**config.mk**
```make
export PLATFORM = sky130hd
export DESIGN_NAME = rst_release_seq_flat
export DESIGN_NICKNAME = d
export VERILOG_FILES = /design/src/rtl/rst_release_seq_if.sv /design/src/rtl/rst_release_seq.sv /design/src/flat_wrapper.sv
export SDC_FILE = /design/constraint.sdc
export NUM_CORES = 1
export LEC_CHECK = 0
export ABC_AREA = 1
export CELL_PAD_IN_SITES_DETAIL_PLACEMENT = 1
export CELL_PAD_IN_SITES_GLOBAL_PLACEMENT = 1
export CORE_UTILIZATION = 41
export CTS_CLUSTER_DIAMETER = 60
export DETAILED_ROUTE_END_ITERATION = 6
export GPL_ROUTABILITY_DRIVEN = 0
export HOLD_SLACK_MARGIN = 0.05
export PLACE_DENSITY_LB_ADDON = 0.15
export SLEW_MARGIN = 20
export SYNTH_ARGS = -nofsm -noshare
export SYNTH_HDL_FRONTEND = slang
export SYNTH_SLANG_ARGS = --single-unit
```
**constraint.sdc**
```tcl
create_clock -name clk -period 2.1 [get_ports clk]
set_input_delay 0.525 -clock clk [delete_from_list [all_inputs] [get_ports clk]]
set_output_delay 0.525 -clock clk [all_outputs]
set_load 0.02 [all_outputs]
```
**src/rtl/rst_release_seq_if.sv**
```systemverilog
// Reset sequencer bundle: request/lock/acks in,
// stage resets and status out.
interface rst_release_seq_if #(
  parameter int N_STAGE = 4,
  parameter int STG_W   = 2
);
  logic               rst_req_n;
  logic               pll_locked;
  logic [N_STAGE-1:0] stage_ack;
  logic [N_STAGE-1:0] stage_rst_n;
  logic               seq_done;
  logic               seq_err;
  logic [STG_W-1:0]   err_stage;

  modport master (
    output rst_req_n, pll_locked, stage_ack,
    input  stage_rst_n, seq_done,
    input  seq_err, err_stage
  );

  modport slave (
    input  rst_req_n, pll_locked, stage_ack,
    output stage_rst_n, seq_done,
    output seq_err, err_stage
  );
endinterface

```
**src/rtl/rst_release_seq.sv**
```systemverilog
// Ordered stage-reset release after qualified hold; ports:
// clk, rst (async low), bus (rst_release_seq_if.slave).
// Optional ack timeout / ERR state: RST_SEQ_TIMEOUT_EN.
module rst_release_seq #(
  parameter int N_STAGE     = 4,
  parameter int STG_W       = 2,
  parameter int CNT_W       = 8,
  parameter int HOLD_CYC    = 16,
  parameter int ACK_TIMEOUT = 255
) (
  input logic              clk,
  input logic              rst,
  rst_release_seq_if.slave bus
);

`ifdef RST_SEQ_TIMEOUT_EN
  localparam logic TMO_EN = 1'b1;
`else
  localparam logic TMO_EN = 1'b0;
`endif

  typedef enum logic [1:0] {
    S_HOLD,
    S_WAIT,
    S_DONE,
    S_ERR
  } state_t;

  state_t             r_state;
  logic [CNT_W-1:0]   r_cnt;
  logic [STG_W-1:0]   r_idx;
  logic [N_STAGE-1:0] r_srn;
  logic               r_done;
  logic               r_err;
  logic [STG_W-1:0]   r_estg;

  logic               w_qual;
  logic               w_ack;
  logic               w_last;
  logic               w_hold_hit;
  logic               w_tmo;
  logic [CNT_W-1:0]   w_cnt_inc;
  logic [N_STAGE-1:0] w_nxt;

  assign w_qual     = bus.rst_req_n & bus.pll_locked;
  assign w_ack      = bus.stage_ack[r_idx];
  assign w_last     = r_idx == STG_W'(N_STAGE - 1);
  assign w_hold_hit = r_cnt == CNT_W'(HOLD_CYC - 1);
  // Constant-false without the macro: ERR unreachable.
  assign w_tmo      = TMO_EN &
                      (r_cnt == CNT_W'(ACK_TIMEOUT - 1));
  assign w_cnt_inc  = (&r_cnt) ? r_cnt
                               : r_cnt + CNT_W'(1);
  assign w_nxt      = N_STAGE'(1) << (r_idx + STG_W'(1));

  always_ff @(posedge clk or negedge rst) begin
    if (!rst) begin
      r_state <= S_HOLD;
      r_cnt   <= '0;
      r_idx   <= '0;
      r_srn   <= '0;
      r_done  <= 1'b0;
      r_err   <= 1'b0;
      r_estg  <= '0;
    end else begin
      unique case (r_state)
        S_ERR: begin
          r_srn  <= '0;
          r_done <= 1'b0;
          // Lock is ignored here; only a request clears.
          if (!bus.rst_req_n) begin
            r_state <= S_HOLD;
            r_cnt   <= '0;
            r_idx   <= '0;
            r_err   <= 1'b0;
            r_estg  <= '0;
          end
        end
        S_HOLD, S_WAIT, S_DONE: begin
          if (!w_qual) begin
            r_state <= S_HOLD;
            r_srn   <= '0;
            r_done  <= 1'b0;
            r_cnt   <= '0;
            r_idx   <= '0;
          end else if (r_state == S_HOLD) begin
            if (w_hold_hit) begin
              r_state <= S_WAIT;
              r_srn   <= N_STAGE'(1);
              r_cnt   <= '0;
              r_idx   <= '0;
            end else begin
              r_cnt <= w_cnt_inc;
            end
          end else if (r_state == S_WAIT) begin
            // Ack beats a same-edge timeout.
            if (w_ack) begin
              if (w_last) begin
                r_state <= S_DONE;
                r_done  <= 1'b1;
              end else begin
                r_srn <= r_srn | w_nxt;
                r_idx <= r_idx + STG_W'(1);
                r_cnt <= '0;
              end
            end else if (w_tmo) begin
              r_state <= S_ERR;
              r_err   <= 1'b1;
              r_estg  <= r_idx;
              r_srn   <= '0;
            end else begin
              r_cnt <= w_cnt_inc;
            end
          end
        end
        default: r_state <= S_HOLD;
      endcase
    end
  end

  assign bus.stage_rst_n = r_srn;
  assign bus.seq_done    = r_done;
  assign bus.seq_err     = r_err;
  assign bus.err_stage   = r_estg;

endmodule
```
**src/flat_wrapper.sv**
```systemverilog
// flat-port wrapper written by rule: the top's interface ports become plain ports
module rst_release_seq_flat 
#(
  parameter int N_STAGE     = 4,
  parameter int STG_W       = 2,
  parameter int CNT_W       = 8,
  parameter int HOLD_CYC    = 16,
  parameter int ACK_TIMEOUT = 255
)
  (clk, rst, bus_rst_req_n, bus_pll_locked, bus_stage_ack, bus_stage_rst_n, bus_seq_done, bus_seq_err, bus_err_stage);
  rst_release_seq_if #(.N_STAGE(N_STAGE), .STG_W(STG_W)) bus_i ();
  input logic clk;
  input logic rst;
  input wire logic [$bits(bus_i.rst_req_n)-1:0] bus_rst_req_n;
  input wire logic [$bits(bus_i.pll_locked)-1:0] bus_pll_locked;
  input wire logic [$bits(bus_i.stage_ack)-1:0] bus_stage_ack;
  output wire logic [$bits(bus_i.stage_rst_n)-1:0] bus_stage_rst_n;
  output wire logic [$bits(bus_i.seq_done)-1:0] bus_seq_done;
  output wire logic [$bits(bus_i.seq_err)-1:0] bus_seq_err;
  output wire logic [$bits(bus_i.err_stage)-1:0] bus_err_stage;
  assign bus_i.rst_req_n = bus_rst_req_n;
  assign bus_i.pll_locked = bus_pll_locked;
  assign bus_i.stage_ack = bus_stage_ack;
  assign bus_stage_rst_n = bus_i.stage_rst_n;
  assign bus_seq_done = bus_i.seq_done;
  assign bus_seq_err = bus_i.seq_err;
  assign bus_err_stage = bus_i.err_stage;
  rst_release_seq #(.N_STAGE(N_STAGE), .STG_W(STG_W), .CNT_W(CNT_W), .HOLD_CYC(HOLD_CYC), .ACK_TIMEOUT(ACK_TIMEOUT)) u_core (.clk(clk), .rst(rst), .bus(bus_i));
endmodule
```
==> run_1/metal_density.png <==
Bar = 20 um. The die is cut into 12 by 12 equal tiles; black is low, pale yellow is high, scaled to the fullest tile. Values are wire area over tile area, all layers added.
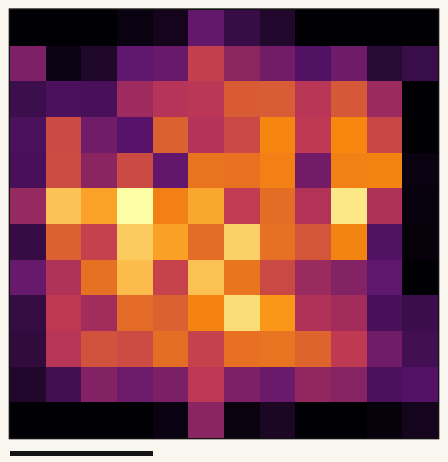
mean over tiles	0.14
emptiest ninth of the die	top left
tiles over half the peak	39%
densest ninth of the die	middle
nearly empty tiles	13%
fullest tile	0.35

==> run_1/flops_by_reg.png <==
Other sequential cells in the stronger grey, the rest of the logic in the fainter grey.
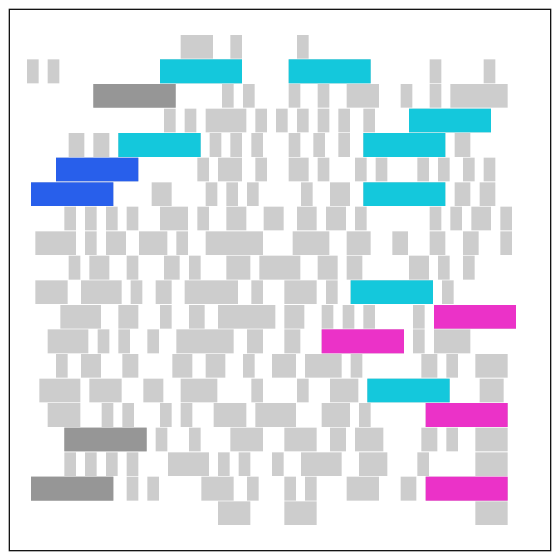
name in the netlist	colour	flops
`u_core.r_cnt`	cyan	8
`u_core.r_state`	blue	2
`u_core.bus.stage_rst_n`	magenta	4
Seq/total area: 27.2%
Util after Layout: 50.4%

==> run_1/placement_by_type.png <==
Fill, decap, tap and diode cells in grey.
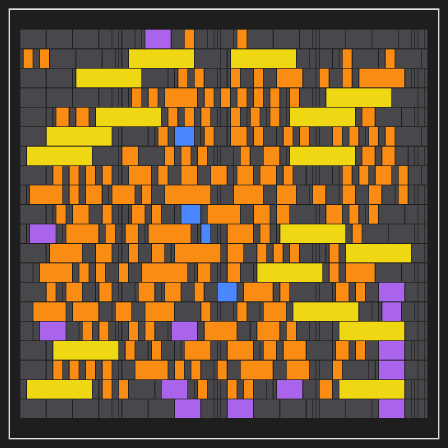
class	colour	cells	share of their area
sequential cells	yellow	17	28%
clock drivers and dummy loads	blue	4	1.7%
remaining buffers and delay cells	purple	13	8.5%
combinational and other logic	orange	163	62%

==> impl_metrics.csv, run 1 <==
group,metric,value,unit
power,cellPowerDensity,463,mW/mm2
clock_network,cts-root-buf,"clkbuf_4",
drt,wl_met3,58,um
drt,vias,1219,
power,internal_power,480,uW
layout,largest_class,"logic gates",
sta,finalHoldWorstSlack,0.539,ns
drt,top_layer_used,"met4",
layout,layout_top_cells,"nand2_1, nor2_1, inv_1",
drt,via_per_inst,5.06,
logic_synthesis,postSynthAreaPerCell,7.58,um2
sta,min_period,1.84,ns
sta,clock.fmax,543,MHz
setup_path,r2r_cells,9,
outcome,status,"completed",
floorplan,die_x,59.8,um
power,peakVddDrop,295,uV
global_route,use_met2,38.4,%
power,pg_comb,182,uW
setup_path,path_max_fanout,3,
power,p_seq,357,uW
power,power_frac_clock,25.6,%
logic_synthesis,ys_cells,181,
setup_path,worst-path-buf-inv,1,
layout,comb_cells,135,
placed_design,pre_cts_ws,0.00806,ns
clock_network,post-cts-setup-buffers,0,
placed_design,place_hpwl,2720,um
global_route,use_met1,25.9,%
floorplan,rows,20,
clock_network,worstSkewPairLatency,0.30,ns
layout,buf_share,8.15,%
drt,post_drt_wl_per_cell,13.4,um
setup_path,reg2reg_from,"u_core.r_state[0]",
layout,syn2layout_area_growth,14.1,%
logic_synthesis,synthDistinctLibCells,27,
setup_path,crit_cells,1,
global_route,antenna_found_initial,0,
setup_path,cpPeakStageDelay,0.62,ns
flow_run,cap_violations,0,
setup_path,crit_path_end_kind,"primary output",
logic_synthesis,synthArstFlopShare,100,%
logic_synthesis,fa_ha_area_share,9.12,%
global_route,grt_pass1_vias,1250,
setup_path,ff2ff_setup_slack,0.34,ns
clock_network,clkTransAtPathRegs,0.11,ns
global_route,grt_pass1_wl,5610,um
setup_path,cp-startpoint,"u_core.bus.stage_rst_n[1]",
logic_synthesis,syn_inst,181,
clock_network,clock-sinks,17,
drt,route.antenna.remaining_nets,0,
floorplan,n_tap_cell,44,
sta,grt_setup_unrepaired,"no",
logic_synthesis,numSynthFlops,17,
setup_path,critPathLaunchType,"flop",
logic_synthesis,top_cells_by_count,"nand2_1, nor2_1, inv_1",
power,pg_clk,186,uW
sta,skew,0.00991,ns
logic_synthesis,synth_seq_share,31.0,%
logic_synthesis,mux_share,0,%
sta,finalClockPeriodUsage,87.7,%
floorplan,io_pins,16,
sta,final.setup.worst_slack,0.258,ns
drt,met1_length,1530,um
layout,largest_reg_flops,8,
power,power.group.top,"registers",
placed_design,dp_cells,237,
drt,drt-total-wl,3230,um
floorplan,core-area,0.00310,mm2
layout,nClkBuffers,4,
clock_network,cts_tree,"built",
power,p_sw,244,uW
floorplan,fp-utilization,44.2,%
global_route,grt_busiest_layer,"met2",
global_route,gr-usage-met3,2.60,%
global_route,overflow,0,
logic_synthesis,synthSimpleGateAreaFrac,41.4,%
layout,seqCellArea,425,um2
logic_synthesis,syn_area,0.00137,mm2
logic_synthesis,top_cells_by_area,"dfrtp_1, nand2_1, ha_1",
setup_path,worstSetupPathType,"flop to primary output",
logic_synthesis,edf_count,0,
logic_synthesis,ff_type,"dfrtp_1",
setup_path,arrival,1.32,ns
drt,route.met2.wl,1600,um
placed_design,place_area,0.00154,mm2
layout,clockNetworkAreaShare,1.68,%
sta,slew_violations,0,
power,pwr-share-seq,49.2,%
==> run 2: changes to the inputs <==
Settings changed: ABC_AREA 1 to unset, CORE_UTILIZATION 41 to 47, DONT_BUFFER_PORTS set to 1.
==> run 2 against run 1 <==
Net effect:
- cell count fell by 34%
- die area decreased by 25%
- design area shrank 20%
- total power increased by 14%
- sequential cell count unchanged
- clock-buffer cell count did not move
- critical endpoint is now u_core.r_cnt[1]
==> impl_metrics.csv, run 2 <==
group,metric,value,unit
setup_path,worstSetupPathType,"flop to flop",
setup_path,arrival,2.14,ns
power,cellPowerDensity,661,mW/mm2
logic_synthesis,fa_ha_area_share,10.7,%
power,p_seq,381,uW
logic_synthesis,synthSimpleGateAreaFrac,19.8,%
logic_synthesis,syn_inst,123,
logic_synthesis,postSynthAreaPerCell,9.52,um2
setup_path,crit_path_end_kind,"flop",
layout,seqCellArea,425,um2
global_route,use_met1,31.5,%
global_route,antenna_found_initial,0,
setup_path,cp-startpoint,"u_core.r_state[0]",
global_route,use_met2,39.7,%
sta,min_period,1.94,ns
drt,route.antenna.remaining_nets,0,
layout,clockNetworkAreaShare,2.11,%
setup_path,ff2ff_setup_slack,0.16,ns
layout,buf_share,4.42,%
floorplan,fp-utilization,51.5,%
drt,top_layer_used,"met4",
logic_synthesis,syn_area,0.00117,mm2
setup_path,worst-path-buf-inv,1,
layout,syn2layout_area_growth,6.41,%
global_route,grt_busiest_layer,"met2",
power,p_sw,298,uW
layout,layout_top_cells,"dfrtp_1, a21oi_1, ha_1",
global_route,grt_pass1_vias,1046,
power,pg_comb,248,uW
logic_synthesis,top_cells_by_count,"dfrtp_1, a21oi_1, ha_1",
power,power.group.top,"registers",
sta,grt_setup_unrepaired,"no",
placed_design,place_hpwl,2200,um
clock_network,worstSkewPairLatency,0.31,ns
clock_network,post-cts-setup-buffers,0,
global_route,overflow,0,
setup_path,r2r_cells,6,
sta,final.setup.worst_slack,0.165,ns
drt,via_per_inst,6.40,
floorplan,io_pins,16,
sta,finalHoldWorstSlack,0.365,ns
power,pg_clk,194,uW
logic_synthesis,synthArstFlopShare,100,%
layout,nClkBuffers,4,
logic_synthesis,synthDistinctLibCells,38,
logic_synthesis,ff_type,"dfrtp_1",
logic_synthesis,edf_count,0,
outcome,status,"completed",
logic_synthesis,mux_share,5.56,%
drt,wl_met3,137,um
global_route,gr-usage-met3,4.39,%
drt,vias,1011,
==> run_2/placement_by_type.png <==
Fill, decap, tap and diode cells in grey.
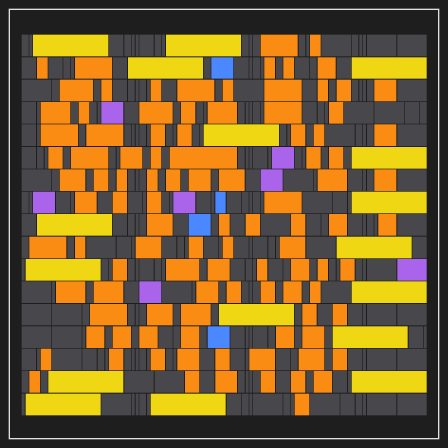
class	colour	cells	share of their area
remaining buffers and delay cells	purple	7	4.5%
sequential cells	yellow	17	35%
combinational and other logic	orange	102	58%
clock drivers and dummy loads	blue	4	2.2%
final instance area: 0.00125 mm2
CORE AREA: 0.00228 mm2
row cnt: 17
Util after Layout: 54.8%
Seq/total area: 34.1%

==> run_2/wires.png <==
Bar = 20 um. Only two layers are drawn.
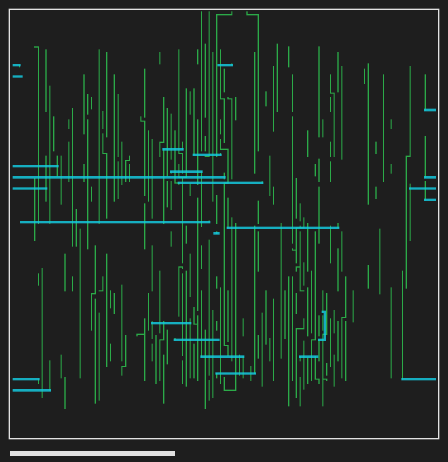
layer	colour	wire length
metal 2	green	1420 um
metal 3	cyan	137 um

==> run 3: changes to the inputs <==
Settings changed: RECOVER_POWER set to 50, SLEW_MARGIN 20 to unset.
==> run 3 against run 2 <==
Net effect:
- clock skew unchanged
- wire length unchanged
- clock-buffer cell count unchanged
- register-to-register slack about the same
- first-iteration DRC count unchanged
- core utilization unchanged
- synthesized cell count unchanged
- combinational power about the same
- global-route usage unchanged
- fmax unchanged
- cell count unchanged
- sequential power about the same
- critical path type unchanged
==> impl_metrics.csv, run 3 <==
group,metric,value,unit
logic_synthesis,synthArstFlopShare,100,%
placed_design,pre_cts_ws,0.181,ns
floorplan,io_pins,16,
logic_synthesis,edf_count,0,
logic_synthesis,ys_cells,123,
setup_path,crit_cells,6,
layout,seq_share,34.1,%
clock_network,cts_resized,0,
clock_network,clkTransAtPathRegs,0.11,ns
layout,final_util,54.8,%
power,p_sw,298,uW
drt,route.antenna.remaining_nets,0,
setup_path,worst-path-buf-inv,1,
global_route,grt_busiest_layer,"met2",
floorplan,n_tap_cell,28,
global_route,antenna_found_initial,0,
logic_synthesis,top_cells_by_count,"dfrtp_1, a21oi_1, ha_1",
floorplan,core-area,0.00228,mm2
drt,drt-total-wl,2910,um
layout,clockNetworkAreaShare,2.11,%
power,pg_clk,194,uW
global_route,gr-usage-met3,4.39,%
clock_network,worstSkewPairLatency,0.31,ns
clock_network,cts-root-buf,"clkbuf_4",
sta,clock.fmax,517,MHz
layout,comb_cells,95,
setup_path,r2r_cells,6,
global_route,use_met1,31.5,%
setup_path,crit_path_end,"u_core.r_cnt[1]",
placed_design,place_area,0.00121,mm2
drt,met1_length,1290,um
power,peakVddDrop,347,uV
sta,grt_setup_unrepaired,"no",
setup_path,worstSetupPathType,"flop to flop",
power,cellPowerDensity,661,mW/mm2
layout,seqCellArea,425,um2
drt,route.met2.wl,1420,um
outcome,status,"completed",
clock_network,post-cts-setup-buffers,0,
global_route,use_met2,39.7,%
logic_synthesis,postSynthAreaPerCell,9.52,um2
layout,syn2layout_area_growth,6.41,%
power,power_frac_clock,23.6,%
floorplan,die_x,51.9,um
logic_synthesis,synth_seq_share,36.3,%
drt,post_drt_wl_per_cell,18.4,um
layout,largest_reg_flops,8,
floorplan,rows,17,
logic_synthesis,synthSimpleGateAreaFrac,19.8,%
logic_synthesis,top_cells_by_area,"dfrtp_1, ha_1, a21oi_1",
clock_network,clock-sinks,17,
placed_design,place_hpwl,2200,um
global_route,grt_pass1_vias,1046,
power,p_comb_share,30.2,%
power,pg_comb,248,uW
power,internal_power,526,uW
setup_path,critPathLaunchType,"flop",
drt,vias,1011,
sta,skew,0.00816,ns
setup_path,ff2ff_setup_slack,0.16,ns
clock_network,cts_tree,"built",
setup_path,path_max_fanout,7,
sta,slew_violations,0,
layout,largest_class,"logic gates",
global_route,overflow,0,
setup_path,cp-startpoint,"u_core.r_state[0]",
setup_path,reg2reg_from,"u_core.r_state[0]",
clock_network,clockBufferDepth,2,
sta,min_period,1.94,ns
placed_design,dp_cells,153,
power,pwr-share-seq,46.3,%
logic_synthesis,syn_area,0.00117,mm2
logic_synthesis,synthDistinctLibCells,38,
logic_synthesis,fa_ha_area_share,10.7,%
setup_path,arrival,2.14,ns
drt,wl_met3,137,um
setup_path,cpPeakStageDelay,0.43,ns
sta,finalClockPeriodUsage,92.1,%
==> run_3/placement_by_type.png <==
Fill, decap, tap and diode cells in grey.
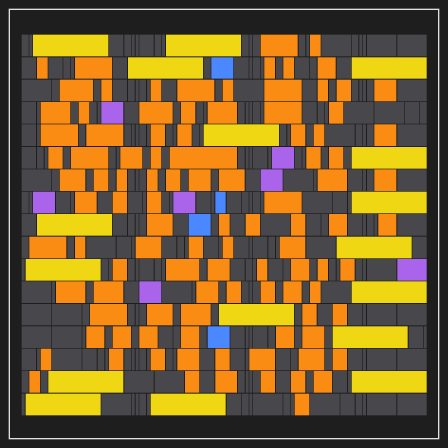
class	colour	cells	share of their area
clock drivers and dummy loads	blue	4	2.2%
combinational and other logic	orange	102	58%
sequential cells	yellow	17	35%
remaining buffers and delay cells	purple	7	4.5%

==> run_3/placement.png <==
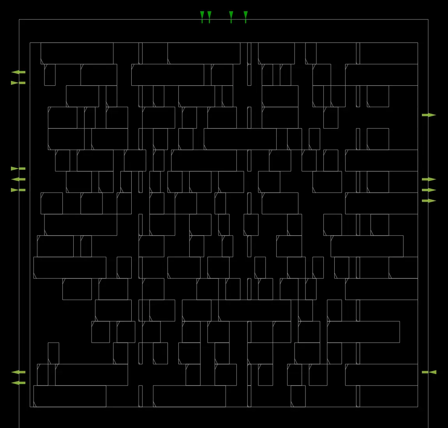
fin cells: 158
flop count: 17

Power and IR drop assume default switching activity.
